File: config.mk
export PLATFORM = sky130hd
export DESIGN_NAME = reaction_capture
export DESIGN_NICKNAME = d
export VERILOG_FILES = /design/src/rtl/reaction_capture.sv
export SDC_FILE = /design/constraint.sdc
export NUM_CORES = 1
export LEC_CHECK = 0
export ABC_AREA = 1
export CORE_UTILIZATION = 25
export DETAILED_ROUTE_END_ITERATION = 8
export GPL_TIMING_DRIVEN = 0
export SYNTH_ARGS = -nofsm -noshare
export SYNTH_HDL_FRONTEND = slang
export SYNTH_SLANG_ARGS = --single-unit
File: constraint.sdc
create_clock -name clk -period 1.8 [get_ports clk]
set_input_delay 0.36 -clock clk [delete_from_list [all_inputs] [get_ports clk]]
set_output_delay 0.36 -clock clk [all_outputs]
set_load 0.01 [all_outputs]
File: src/rtl/reaction_capture.sv
// Reaction-round capture: button conditioning, random pre-stimulus delay and BCD ms timing.
// Define BEST_TIME_EN to track the best (lowest) valid result in best_bcd.
module reaction_capture #(
  parameter int CLK_HZ       = 100000000,
  parameter int DEBOUNCE_MS  = 10,
  parameter int DELAY_MIN_MS = 1000,
  parameter int DELAY_MASK   = 2047
) (
  input  logic        clk,
  input  logic        ck_rst,
  input  logic        btn_raw,
  output logic        stim_led,
  output logic [15:0] result_bcd,
  output logic        result_valid,
  output logic        foul,
  output logic        timeout,
  output logic [2:0]  state_o,
  output logic [15:0] best_bcd
);

  localparam int TICK_DIV  = CLK_HZ / 1000;
  localparam int DB_CYCLES = DEBOUNCE_MS * TICK_DIV;
  localparam int PW        = $clog2(TICK_DIV + 1);
  localparam int DBW       = $clog2(DB_CYCLES + 1);

  localparam logic [2:0] S_IDLE  = 3'd0;
  localparam logic [2:0] S_WAIT  = 3'd1;
  localparam logic [2:0] S_ARMED = 3'd2;
  localparam logic [2:0] S_DONE  = 3'd3;
  localparam logic [2:0] S_FOUL  = 3'd4;

  logic [1:0]     sync_q;
  logic           db_level;
  logic           db_prev;
  logic [DBW-1:0] db_cnt;
  logic [PW-1:0]  pre_cnt;
  logic [15:0]    lfsr;
  logic [15:0]    delay_cnt;
  logic [15:0]    bcd_cnt;
  logic [2:0]     state;
  logic           press;
  logic           tick;
  logic           arm_now;

  function automatic logic [15:0] bcd_inc(input logic [15:0] v);
    logic [15:0] r;
    logic        carry;
    r     = v;
    carry = 1'b1;
    for (int d = 0; d < 4; d++) begin
      if (carry) begin
        if (r[4*d +: 4] == 4'd9) begin
          r[4*d +: 4] = 4'd0;
        end else begin
          r[4*d +: 4] = r[4*d +: 4] + 4'd1;
          carry       = 1'b0;
        end
      end
    end
    return r;
  endfunction

  assign press   = db_level & ~db_prev;
  assign tick    = (pre_cnt == PW'(TICK_DIV - 1));
  assign arm_now = (state == S_WAIT) && !press && tick && (delay_cnt == 16'd1);
  assign state_o = state;

  // Debounced level only moves after the synchronised input has disagreed for a full window
  always_ff @(posedge clk or negedge ck_rst) begin
    if (!ck_rst) begin
      sync_q   <= 2'b00;
      db_level <= 1'b0;
      db_prev  <= 1'b0;
      db_cnt   <= '0;
    end else begin
      sync_q  <= {sync_q[0], btn_raw};
      db_prev <= db_level;
      if (sync_q[1] != db_level) begin
        if (db_cnt == DBW'(DB_CYCLES - 1)) begin
          db_level <= sync_q[1];
          db_cnt   <= '0;
        end else begin
          db_cnt <= db_cnt + DBW'(1);
        end
      end else begin
        db_cnt <= '0;
      end
    end
  end

  // Prescaler restarts when the lamp lights so the first counted ms is a whole one
  always_ff @(posedge clk or negedge ck_rst) begin
    if (!ck_rst) begin
      pre_cnt <= '0;
      lfsr    <= 16'hACE1;
    end else begin
      lfsr <= {lfsr[14:0], lfsr[15] ^ lfsr[13] ^ lfsr[12] ^ lfsr[10]};
      if (arm_now || tick) begin
        pre_cnt <= '0;
      end else begin
        pre_cnt <= pre_cnt + PW'(1);
      end
    end
  end

  always_ff @(posedge clk or negedge ck_rst) begin
    if (!ck_rst) begin
      state        <= S_IDLE;
      stim_led     <= 1'b0;
      result_bcd   <= 16'h0000;
      result_valid <= 1'b0;
      foul         <= 1'b0;
      timeout      <= 1'b0;
      delay_cnt    <= 16'd0;
      bcd_cnt      <= 16'h0000;
    end else begin
      case (state)
        S_IDLE, S_DONE, S_FOUL: begin
          if (press) begin
            delay_cnt    <= 16'(DELAY_MIN_MS) + (lfsr & 16'(DELAY_MASK));
            result_valid <= 1'b0;
            foul         <= 1'b0;
            timeout      <= 1'b0;
            state        <= S_WAIT;
          end
        end
        S_WAIT: begin
          if (press) begin
            foul  <= 1'b1;
            state <= S_FOUL;
          end else if (tick) begin
            if (delay_cnt == 16'd1) begin
              stim_led <= 1'b1;
              bcd_cnt  <= 16'h0000;
              state    <= S_ARMED;
            end else begin
              delay_cnt <= delay_cnt - 16'd1;
            end
          end
        end
        S_ARMED: begin
          // A press in the same cycle as a tick keeps the value before that tick
          if (press) begin
            result_bcd   <= bcd_cnt;
            result_valid <= 1'b1;
            stim_led     <= 1'b0;
            state        <= S_DONE;
          end else if (tick) begin
            if (bcd_cnt == 16'h9999) begin
              timeout      <= 1'b1;
              result_valid <= 1'b0;
              result_bcd   <= 16'h9999;
              stim_led     <= 1'b0;
              state        <= S_DONE;
            end else begin
              bcd_cnt <= bcd_inc(bcd_cnt);
            end
          end
        end
        default: state <= S_IDLE;
      endcase
    end
  end

`ifdef BEST_TIME_EN
  logic [15:0] best_q;

  // Packed BCD compares correctly as an unsigned number, most significant digit first
  always_ff @(posedge clk or negedge ck_rst) begin
    if (!ck_rst) begin
      best_q <= 16'h9999;
    end else if ((state == S_ARMED) && press && (bcd_cnt < best_q)) begin
      best_q <= bcd_cnt;
    end
  end

  assign best_bcd = best_q;
`else
  assign best_bcd = 16'h9999;
`endif

endmodule

==> run_results.csv <==
group,metric,value,unit
synth,edf_count,0,
synth,ys_sh_aoi,6.37,%
synth,ys_sh_xor,4.56,%
synth,syn_avg_cell_area,7.76,um^2
synth,ys_cells,793,
placed_design,dp_cells,1157,
clock_network,root_buffer,"clkbuf_16",
detailed_routing,wl_met1,6630,um
synth,largest_area_cell,"dfrtp_1",
clock_network,clock_path_buffers,2,
synth,ys_types,39,
status,run_status,"complete, no violations",
finish,largest_reg_flops,20,
power_and_ir_drop,p_total,4.52,mW
synth,top_cells_by_area,"dfrtp_1 (42%), nand2_1 (13%), nor2_1 (6.5%)",
synth,syn_inst,793,
synth,synth_chip_area,6150,um^2
setup_path,worstPathMaxFanout,5,
job,tool_warnings,32,
finish,top_register,"db_cnt",
final_timing,rsz0062_at_grt,"true",
hold_path,hold_depth,0,
repair_timing:
action / CTS / global route
hold buffers: 1 / 0
cloned: 0 / 1
setup endpoints to repair: 53 / 56
pin swaps: 6 / 18
endpoints found under the hold margin: 34 / 0
buffers inserted: 8 / 18
gates resized: 18 / 61
through the flow:
step	setup slack (ns)	util, %	TNS [ns]
2_1_floorplan	0.168	-	0
3_3_place_gp	-4.12	28.3	-450.83
3_5_place_dp	-0.153	28.4	-2.86
4_1_cts	0.00785	30.2	0
5_1_grt	-0.0489	31.8	-0.670
6_report	0.0588	31.8	0
power by group:
part / switching, mW / internal (mW) / total, mW / leakage [nW]
Sequential: 0.00510 / 2.52 / 2.53 / 1.50
Clock: 0.898 / 0.973 / 1.87 / 0.128
Combinational: 0.0823 / 0.0416 / 0.124 / 2.07
Total: 0.985 / 3.54 / 4.52 / 3.70
area by class of cell:
class | count | area [um^2]
inverter | 97 | 367
timing repair buffer | 54 | 546
clock buffer | 11 | 243
sequential | 112 | 2820
fill | 2549 | 16500
tap | 324 | 405
clock inverter | 5 | 32.5
buffer | 27 | 219
multi-input combinational | 570 | 3080
worst min-delay path by stage:
stage / slack [ns] / from / endpoint
6_report: 0.35 / lfsr[14]$_DFF_PN0_ / lfsr[15]$_DFF_PN1_
3_3_place_gp: 0.34 / lfsr[14]$_DFF_PN0_ / lfsr[15]$_DFF_PN1_
5_1_grt: 0.37 / lfsr[14]$_DFF_PN0_ / lfsr[15]$_DFF_PN1_
3_5_place_dp: 0.28 / ck_rst / pre_cnt[11]$_DFF_PN0_
4_1_cts: 0.36 / lfsr[14]$_DFF_PN0_ / lfsr[15]$_DFF_PN1_
2_1_floorplan: 0.06 / ck_rst / bcd_cnt[0]$_DFFE_PN0P_
util_map.png
Scale bar: 50 um. The die is cut into 16 by 16 equal tiles; black is low, pale yellow is high, 0 to 100% covered.
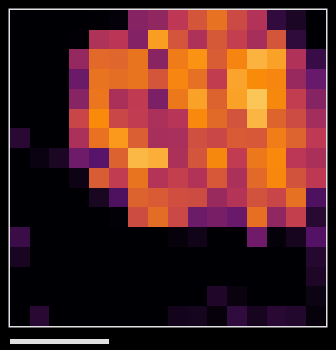
emptiest ninth of the die: bottom left
mean over tiles: 29%
fullest tile: 88%
nearly empty tiles: 40%
tiles over 75% full: 4.7%

floorplan.png
Scale bar: 50 um. Pins as bars on the die edge.
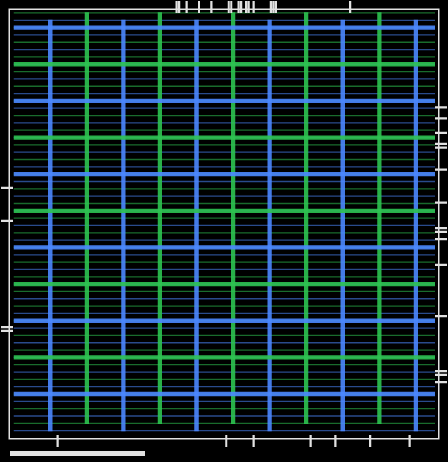
legend:
  green:
    net: VDD
  blue:
    net: VSS
rows: 57
met4 straps: 11
met1 rails: 58
signal pins: 42

port_trees.png
Scale bar: 50 um.
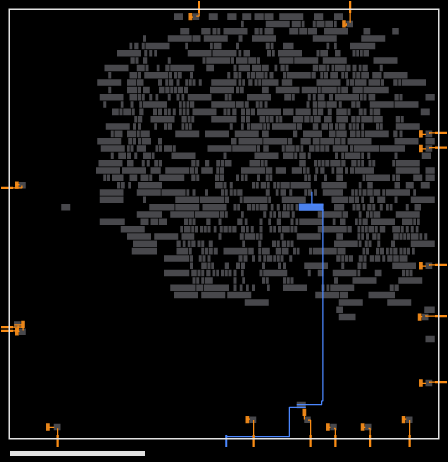
legend:
  orange:
    port: best_bcd
    bits: 16
    direction: output
    end_cells: 16
    buffers: 16
    wire: 92.3 um
  blue:
    port: foul
    bits: 1
    direction: output
    end_cells: 1
    buffers: 1
    wire: 132 um
number of port buffers: 25
Boundary Pins: 42

class_map.png
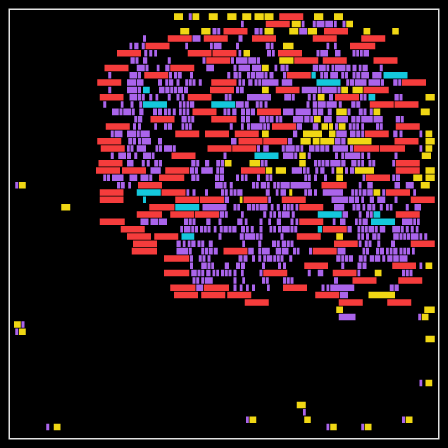
legend:
  cyan:
    class: clock drivers and dummy loads
    cells: 16
  purple:
    class: remaining logic cells
    cells: 667
  yellow:
    class: remaining buffers and delay cells
    cells: 81
  red:
    class: sequential cells
    cells: 112
Layout Utilization: 31.8%
num rows: 57
finished layout cell area: 7720 um^2
sequential cell area share: 36.6%

congestion_map.png
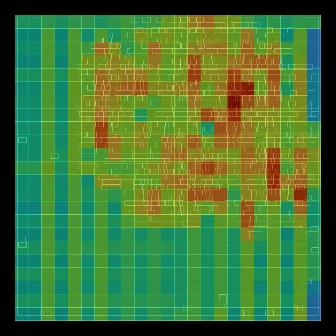
GR Util met1: 14.5%
GR peak layer: met2

No activity file was given, so power comes from the tool's default toggle rates.
